[src/rtl/pdm_pkg.sv]
// Shared types and default constants for the PDM sample path.
package pdm_pkg;

  localparam int unsigned PDM_BIT_WIDTH = 24;
  localparam int unsigned PDM_CLK_DIV   = 32;
  localparam int unsigned PDM_OSR       = 128;

  typedef enum logic [1:0] {IDLE, PRIME, RUN} sched_state_t;

  typedef logic signed [PDM_BIT_WIDTH-1:0] pcm_sample_t;

endpackage

[src/rtl/pdm_sample_scheduler_if.sv]
// PCM valid/ready handshake between the audio source and the sample scheduler.
interface pdm_sample_scheduler_if #(
  parameter int unsigned BIT_WIDTH = pdm_pkg::PDM_BIT_WIDTH
);

  logic signed [BIT_WIDTH-1:0] audio_in;
  logic                        audio_valid_in;
  logic                        audio_ready_out;

  modport master (output audio_in, output audio_valid_in, input audio_ready_out);
  modport slave  (input audio_in, input audio_valid_in, output audio_ready_out);

endinterface

[src/rtl/pdm_strobe_gen.sv]
// Oversample divider and frame counter; drives the 50% duty pdm strobe.
module pdm_strobe_gen #(
  parameter int unsigned CLK_DIV = pdm_pkg::PDM_CLK_DIV,
  parameter int unsigned OSR     = pdm_pkg::PDM_OSR
) (
  input  logic clk_in,
  input  logic rst_in,
  input  logic clear_in,
  input  logic start_in,
  input  logic advance_in,
  output logic frame_edge_out,
  output logic pdm_sample_out
);

  localparam int unsigned DivW  = $clog2(CLK_DIV);
  localparam int unsigned TickW = $clog2(OSR);
  localparam logic [DivW-1:0]  DivLast  = DivW'(CLK_DIV - 1);
  localparam logic [DivW-1:0]  DivHalf  = DivW'(CLK_DIV / 2);
  localparam logic [TickW-1:0] TickLast = TickW'(OSR - 1);

  logic [DivW-1:0]  div_q, div_d;
  logic [TickW-1:0] tick_q, tick_d;
  logic             sample_q, sample_d;
  logic             tick_edge;

  always_comb begin
    tick_edge      = advance_in && (div_q == DivLast);
    frame_edge_out = tick_edge && (tick_q == TickLast);
    div_d          = div_q;
    tick_d         = tick_q;
    if (clear_in) begin
      div_d  = '0;
      tick_d = '0;
    end else if (start_in) begin
      // Priming tick: the first frame edge lands exactly CLK_DIV cycles later.
      div_d  = '0;
      tick_d = TickLast;
    end else if (advance_in) begin
      div_d = tick_edge ? '0 : div_q + 1'b1;
      if (tick_edge) begin
        tick_d = frame_edge_out ? '0 : tick_q + 1'b1;
      end
    end
    sample_d = !clear_in && (start_in || advance_in) && (div_d < DivHalf);
  end

  always_ff @(posedge clk_in) begin
    if (rst_in) begin
      div_q    <= '0;
      tick_q   <= '0;
      sample_q <= 1'b0;
    end else begin
      div_q    <= div_d;
      tick_q   <= tick_d;
      sample_q <= sample_d;
    end
  end

  assign pdm_sample_out = sample_q;

endmodule

[src/rtl/pdm_sample_scheduler.sv]
// One-deep PCM buffer and frame scheduler in front of a pdm modulator.
// Optional underrun counter output enabled by defining PDM_SCHED_UNDERRUN_CNT_EN.
module pdm_sample_scheduler
  import pdm_pkg::*;
#(
  parameter int unsigned BIT_WIDTH = PDM_BIT_WIDTH,
  parameter int unsigned CLK_DIV   = PDM_CLK_DIV,
  parameter int unsigned OSR       = PDM_OSR
) (
  input  logic                        clk_in,
  input  logic                        rst_in,
  input  logic                        enable_in,
  pdm_sample_scheduler_if.slave       audio_bus,
  output logic                        pdm_sample_out,
  output logic signed [BIT_WIDTH-1:0] pdm_audio_out,
  output logic                        frame_start_out,
  output logic                        underrun_out,
  output logic                        running_out
`ifdef PDM_SCHED_UNDERRUN_CNT_EN
  ,
  output logic [15:0]                 underrun_count_out
`endif
);

  sched_state_t                state_q, state_d;
  logic signed [BIT_WIDTH-1:0] buf_q, buf_d, audio_q, audio_d;
  logic                        buf_full_q, buf_full_d;
  logic                        ready_q, ready_d;
  logic                        frame_start_q, frame_start_d;
  logic                        underrun_q, underrun_d;
  logic                        transfer, clear, start, advance, frame_edge;

  assign transfer = audio_bus.audio_valid_in && ready_q;
  assign clear    = (state_q == IDLE) || !enable_in;
  assign start    = (state_q == PRIME) && transfer && enable_in;
  assign advance  = (state_q == RUN) && enable_in;

  pdm_strobe_gen #(
    .CLK_DIV (CLK_DIV),
    .OSR     (OSR)
  ) u_strobe_gen (
    .clk_in         (clk_in),
    .rst_in         (rst_in),
    .clear_in       (clear),
    .start_in       (start),
    .advance_in     (advance),
    .frame_edge_out (frame_edge),
    .pdm_sample_out (pdm_sample_out)
  );

  always_comb begin
    state_d       = state_q;
    buf_d         = buf_q;
    buf_full_d    = buf_full_q;
    audio_d       = audio_q;
    frame_start_d = 1'b0;
    underrun_d    = 1'b0;
    unique case (state_q)
      IDLE:    if (enable_in) state_d = PRIME;
      PRIME:   if (transfer) state_d = RUN;
      RUN:     state_d = RUN;
      default: state_d = IDLE;
    endcase
    if (frame_edge) begin
      frame_start_d = 1'b1;
      if (buf_full_q) begin
        audio_d    = buf_q;
        buf_full_d = 1'b0;
      end else begin
        underrun_d = 1'b1;
      end
    end
    // A transfer coinciding with an underrun frame waits for the next frame.
    if (transfer) begin
      buf_d      = audio_bus.audio_in;
      buf_full_d = 1'b1;
    end
    if (!enable_in) begin
      state_d       = IDLE;
      buf_full_d    = 1'b0;
      audio_d       = '0;
      frame_start_d = 1'b0;
      underrun_d    = 1'b0;
    end
    ready_d = (state_d != IDLE) && !buf_full_d;
  end

  always_ff @(posedge clk_in) begin
    if (rst_in) begin
      state_q       <= IDLE;
      buf_q         <= '0;
      buf_full_q    <= 1'b0;
      audio_q       <= '0;
      ready_q       <= 1'b0;
      frame_start_q <= 1'b0;
      underrun_q    <= 1'b0;
    end else begin
      state_q       <= state_d;
      buf_q         <= buf_d;
      buf_full_q    <= buf_full_d;
      audio_q       <= audio_d;
      ready_q       <= ready_d;
      frame_start_q <= frame_start_d;
      underrun_q    <= underrun_d;
    end
  end

  assign audio_bus.audio_ready_out = ready_q;
  assign pdm_audio_out             = audio_q;
  assign frame_start_out           = frame_start_q;
  assign underrun_out              = underrun_q;
  assign running_out               = (state_q == RUN);

`ifdef PDM_SCHED_UNDERRUN_CNT_EN
  logic [15:0] ucnt_q, ucnt_d;

  always_comb begin
    ucnt_d = ucnt_q;
    if (state_d == IDLE) begin
      ucnt_d = '0;
    end else if (underrun_d && (ucnt_q != 16'hFFFF)) begin
      ucnt_d = ucnt_q + 16'd1;
    end
  end

  always_ff @(posedge clk_in) begin
    if (rst_in) begin
      ucnt_q <= '0;
    end else begin
      ucnt_q <= ucnt_d;
    end
  end

  assign underrun_count_out = ucnt_q;
`endif

endmodule

[src/flat_wrapper.sv]
// flat-port wrapper written by rule: the top's interface ports become plain ports
module pdm_sample_scheduler_flat import pdm_pkg::*;
#(
  parameter int unsigned BIT_WIDTH = PDM_BIT_WIDTH,
  parameter int unsigned CLK_DIV   = PDM_CLK_DIV,
  parameter int unsigned OSR       = PDM_OSR
)
  (clk_in, rst_in, enable_in, pdm_sample_out, pdm_audio_out, frame_start_out, underrun_out, running_out, audio_bus_audio_in, audio_bus_audio_valid_in, audio_bus_audio_ready_out);
  pdm_sample_scheduler_if #(.BIT_WIDTH(BIT_WIDTH)) audio_bus_i ();
  input  logic clk_in;
  input  logic rst_in;
  input  logic enable_in;
  output logic pdm_sample_out;
  output logic signed [BIT_WIDTH-1:0] pdm_audio_out;
  output logic frame_start_out;
  output logic underrun_out;
  output logic running_out;
  input wire logic [$bits(audio_bus_i.audio_in)-1:0] audio_bus_audio_in;
  input wire logic [$bits(audio_bus_i.audio_valid_in)-1:0] audio_bus_audio_valid_in;
  output wire logic [$bits(audio_bus_i.audio_ready_out)-1:0] audio_bus_audio_ready_out;
  assign audio_bus_i.audio_in = audio_bus_audio_in;
  assign audio_bus_i.audio_valid_in = audio_bus_audio_valid_in;
  assign audio_bus_audio_ready_out = audio_bus_i.audio_ready_out;
  pdm_sample_scheduler #(.BIT_WIDTH(BIT_WIDTH), .CLK_DIV(CLK_DIV), .OSR(OSR)) u_core (.clk_in(clk_in), .rst_in(rst_in), .enable_in(enable_in), .audio_bus(audio_bus_i), .pdm_sample_out(pdm_sample_out), .pdm_audio_out(pdm_audio_out), .frame_start_out(frame_start_out), .underrun_out(underrun_out), .running_out(running_out));
endmodule
[config.mk]
export PLATFORM = sky130hd
export DESIGN_NAME = pdm_sample_scheduler_flat
export DESIGN_NICKNAME = d
export VERILOG_FILES = /design/src/rtl/pdm_pkg.sv /design/src/rtl/pdm_sample_scheduler_if.sv /design/src/rtl/pdm_strobe_gen.sv /design/src/rtl/pdm_sample_scheduler.sv /design/src/flat_wrapper.sv
export SDC_FILE = /design/constraint.sdc
export NUM_CORES = 1
export LEC_CHECK = 0
export CAP_MARGIN = 30
export CORE_AREA = 4 4 82 84
export CTS_CLUSTER_DIAMETER = 80
export DETAILED_ROUTE_END_ITERATION = 6
export DIE_AREA = 0 0 86 88
export PLACE_DENSITY = 0.73
export SYNTH_ARGS = -nofsm -noshare
export SYNTH_HDL_FRONTEND = slang
export SYNTH_SLANG_ARGS = --single-unit
[constraint.sdc]
create_clock -name clk_in -period 2.1 [get_ports clk_in]
set_clock_uncertainty 0.2 [all_clocks]
set_input_delay 0.42 -clock clk_in [delete_from_list [all_inputs] [get_ports clk_in]]
set_output_delay 0.42 -clock clk_in [all_outputs]
set_load 0.02 [all_outputs]
==> flow_summary.json <==
{
  "outcome": "completed",
  "adder_share": 0.0143,
  "p_clk_mw": 1.17,
  "synth_area_um2": 2620,
  "synth_cell_types": 38,
  "p_int_mw": 2.03,
  "async_reset_ff_frac": 0,
  "hold_buffers": 0,
  "worstSkewPairLatency_ns": 0.34,
  "drc": 0,
  "synth.largest_area_cell": "dfxtp_1",
  "num_antenna_cells": 0,
  "ys_sh_xor": 0.0201,
  "worst_hold_path_type": "flip-flop to flip-flop",
  "crit_slowest_cell": "or3_4",
  "die_area_um2": 7570,
  "worst-setup-path-type": "flip-flop to flip-flop",
  "grt_overflow_total": 0,
  "crit_end": "u_core.u_strobe_gen.tick_q[3]",
  "rsz0062_at_grt": "true",
  "syn_avg_cell_area_um2": 8.39,
  "pwr-share-comb": 0.055,
  "dp_cells": 440,
  "min_from": "u_core.pdm_audio_out[10]",
  "tool_warnings": 27,
  "tritoncts": "built",
  "htree_levels": 3,
  "ir_drop_mv": 0.327,
  "grtUsageMet1": 0.208,
  "edf_count": 0,
  "arrival_ns": 2.04,
  "grt_use_total": 0.169,
  "clk_path_buf_depth": 2,
  "syn_inst": 312,
  "p_leak_nw": 1.37,
  "first_iter_violations": 106,
  "routed_wl_um": 6040,
  "rrSetupSlack_ns": 0.07,
  "avgRoutedWirePerCell_um": 13.2,
  "grt_pass1_wl_um": 9960,
  "yosys_cells": 312,
  "core_um2": 5920,
  "end_kind": "flip-flop"
}
-- worst max-delay path: cells and delay by family (launching register included) --
kind,cells,cell delay (ns)
and+or+nand+nor,3,0.72
AOI/OAI and AO/OA,2,0.28
DFF,1,0.34
adders and majority gates,2,0.37
-- layout make-up --
class	count	area, µm²
timing repair buffer	76	738
clock inverter	7	91.3
clock buffer	9	124
tap	75	93.8
inverter	2	7.51
fill	532	2360
sequential	67	1340
multi-input combinational	220	1160
-- layer usage --
layer	share of wire	vias to the layer above
met2	0.47	67
li1	-	1180
met3	0.059	11
met1	0.45	1064
met5	0	-
met4	0.021	0
-- per-stage QoR --
step	setup slack, ns	setup TNS, ns	cell area, µm²
finish	0.0665	0	3560
global route	-0.00748	-0.00748	3560
detailed placement	-0.0768	-1.27	3330
CTS	0.00819	0	3540
floorplan	0.0672	0	2620
global placement	-0.0475	-0.653	3330
-- flip-flops by register name, indices dropped and copies added (netlist names) --
signal / cells
u_core.audio_bus.audio_ready_out: 1
u_core.buf_full_q: 1
u_core.buf_q: 24
u_core.frame_start_out: 1
u_core.pdm_audio_out: 24
u_core.state_q: 2
u_core.u_strobe_gen.div_q: 5
u_core.u_strobe_gen.pdm_sample_out: 1
u_core.u_strobe_gen.tick_q: 7
u_core.underrun_out: 1
-- cells in the final DEF (no fill, tap or decap), types with 2 or more instances in the layout --
cell,Yosys,routed
ha_1,3,2
inv_1,2,2
buf_12,0,2
a21oi_1,36,36
o21ai_1,11,12
nor2_1,7,7
clkinv_2,0,3
a31oi_1,2,2
bufinv_16,0,2
xor2_1,3,3
nor3_1,3,3
dfxtp_1,67,67
xnor2_1,3,3
o21ai_0,16,15
nand3_1,27,27
clkbuf_8,0,9
nand2b_1,2,2
clkdlybuf4s50_1,0,55
buf_4,1,18
nand2_1,84,83
nand4b_4,2,2
### I/O pins on the die edge

Drawn at 6 px/µm. Pins as bars across the die edge, other pins in gray.
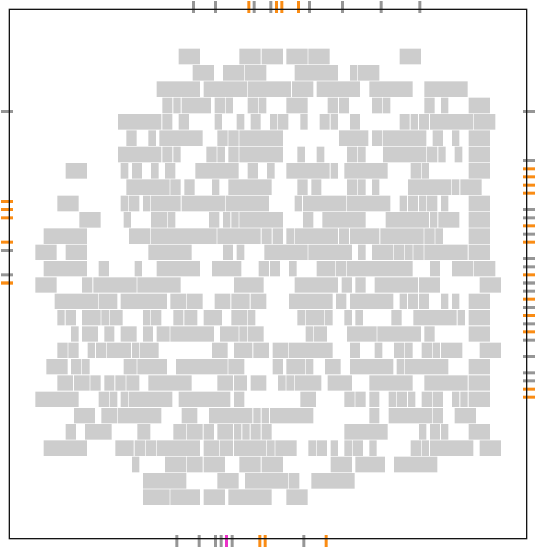
| port | color | pins | direction | edge |
|---|---|---|---|---|
| audio_bus_audio_ready_out | magenta | 1 | output | bottom |
| audio_bus_audio_in | orange | 24 | input | 12 right, 5 left, 4 top, 3 bottom |
die width: 86 µm
port bufs: 56
die y size: 88 µm

### Nets reached from selected ports

Drawn at 3 px/µm.
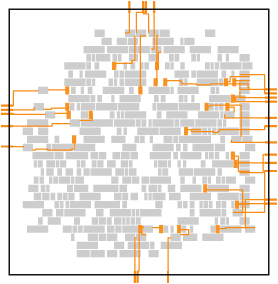
| port | color | bits | direction | end cells | buffers | wire |
|---|---|---|---|---|---|---|
| audio_bus_audio_in | orange | 24 | input | 24 | 24 | 574 µm |
IO Count: 57

Power figures rest on the tool's default switching activity, not on a simulated workload.
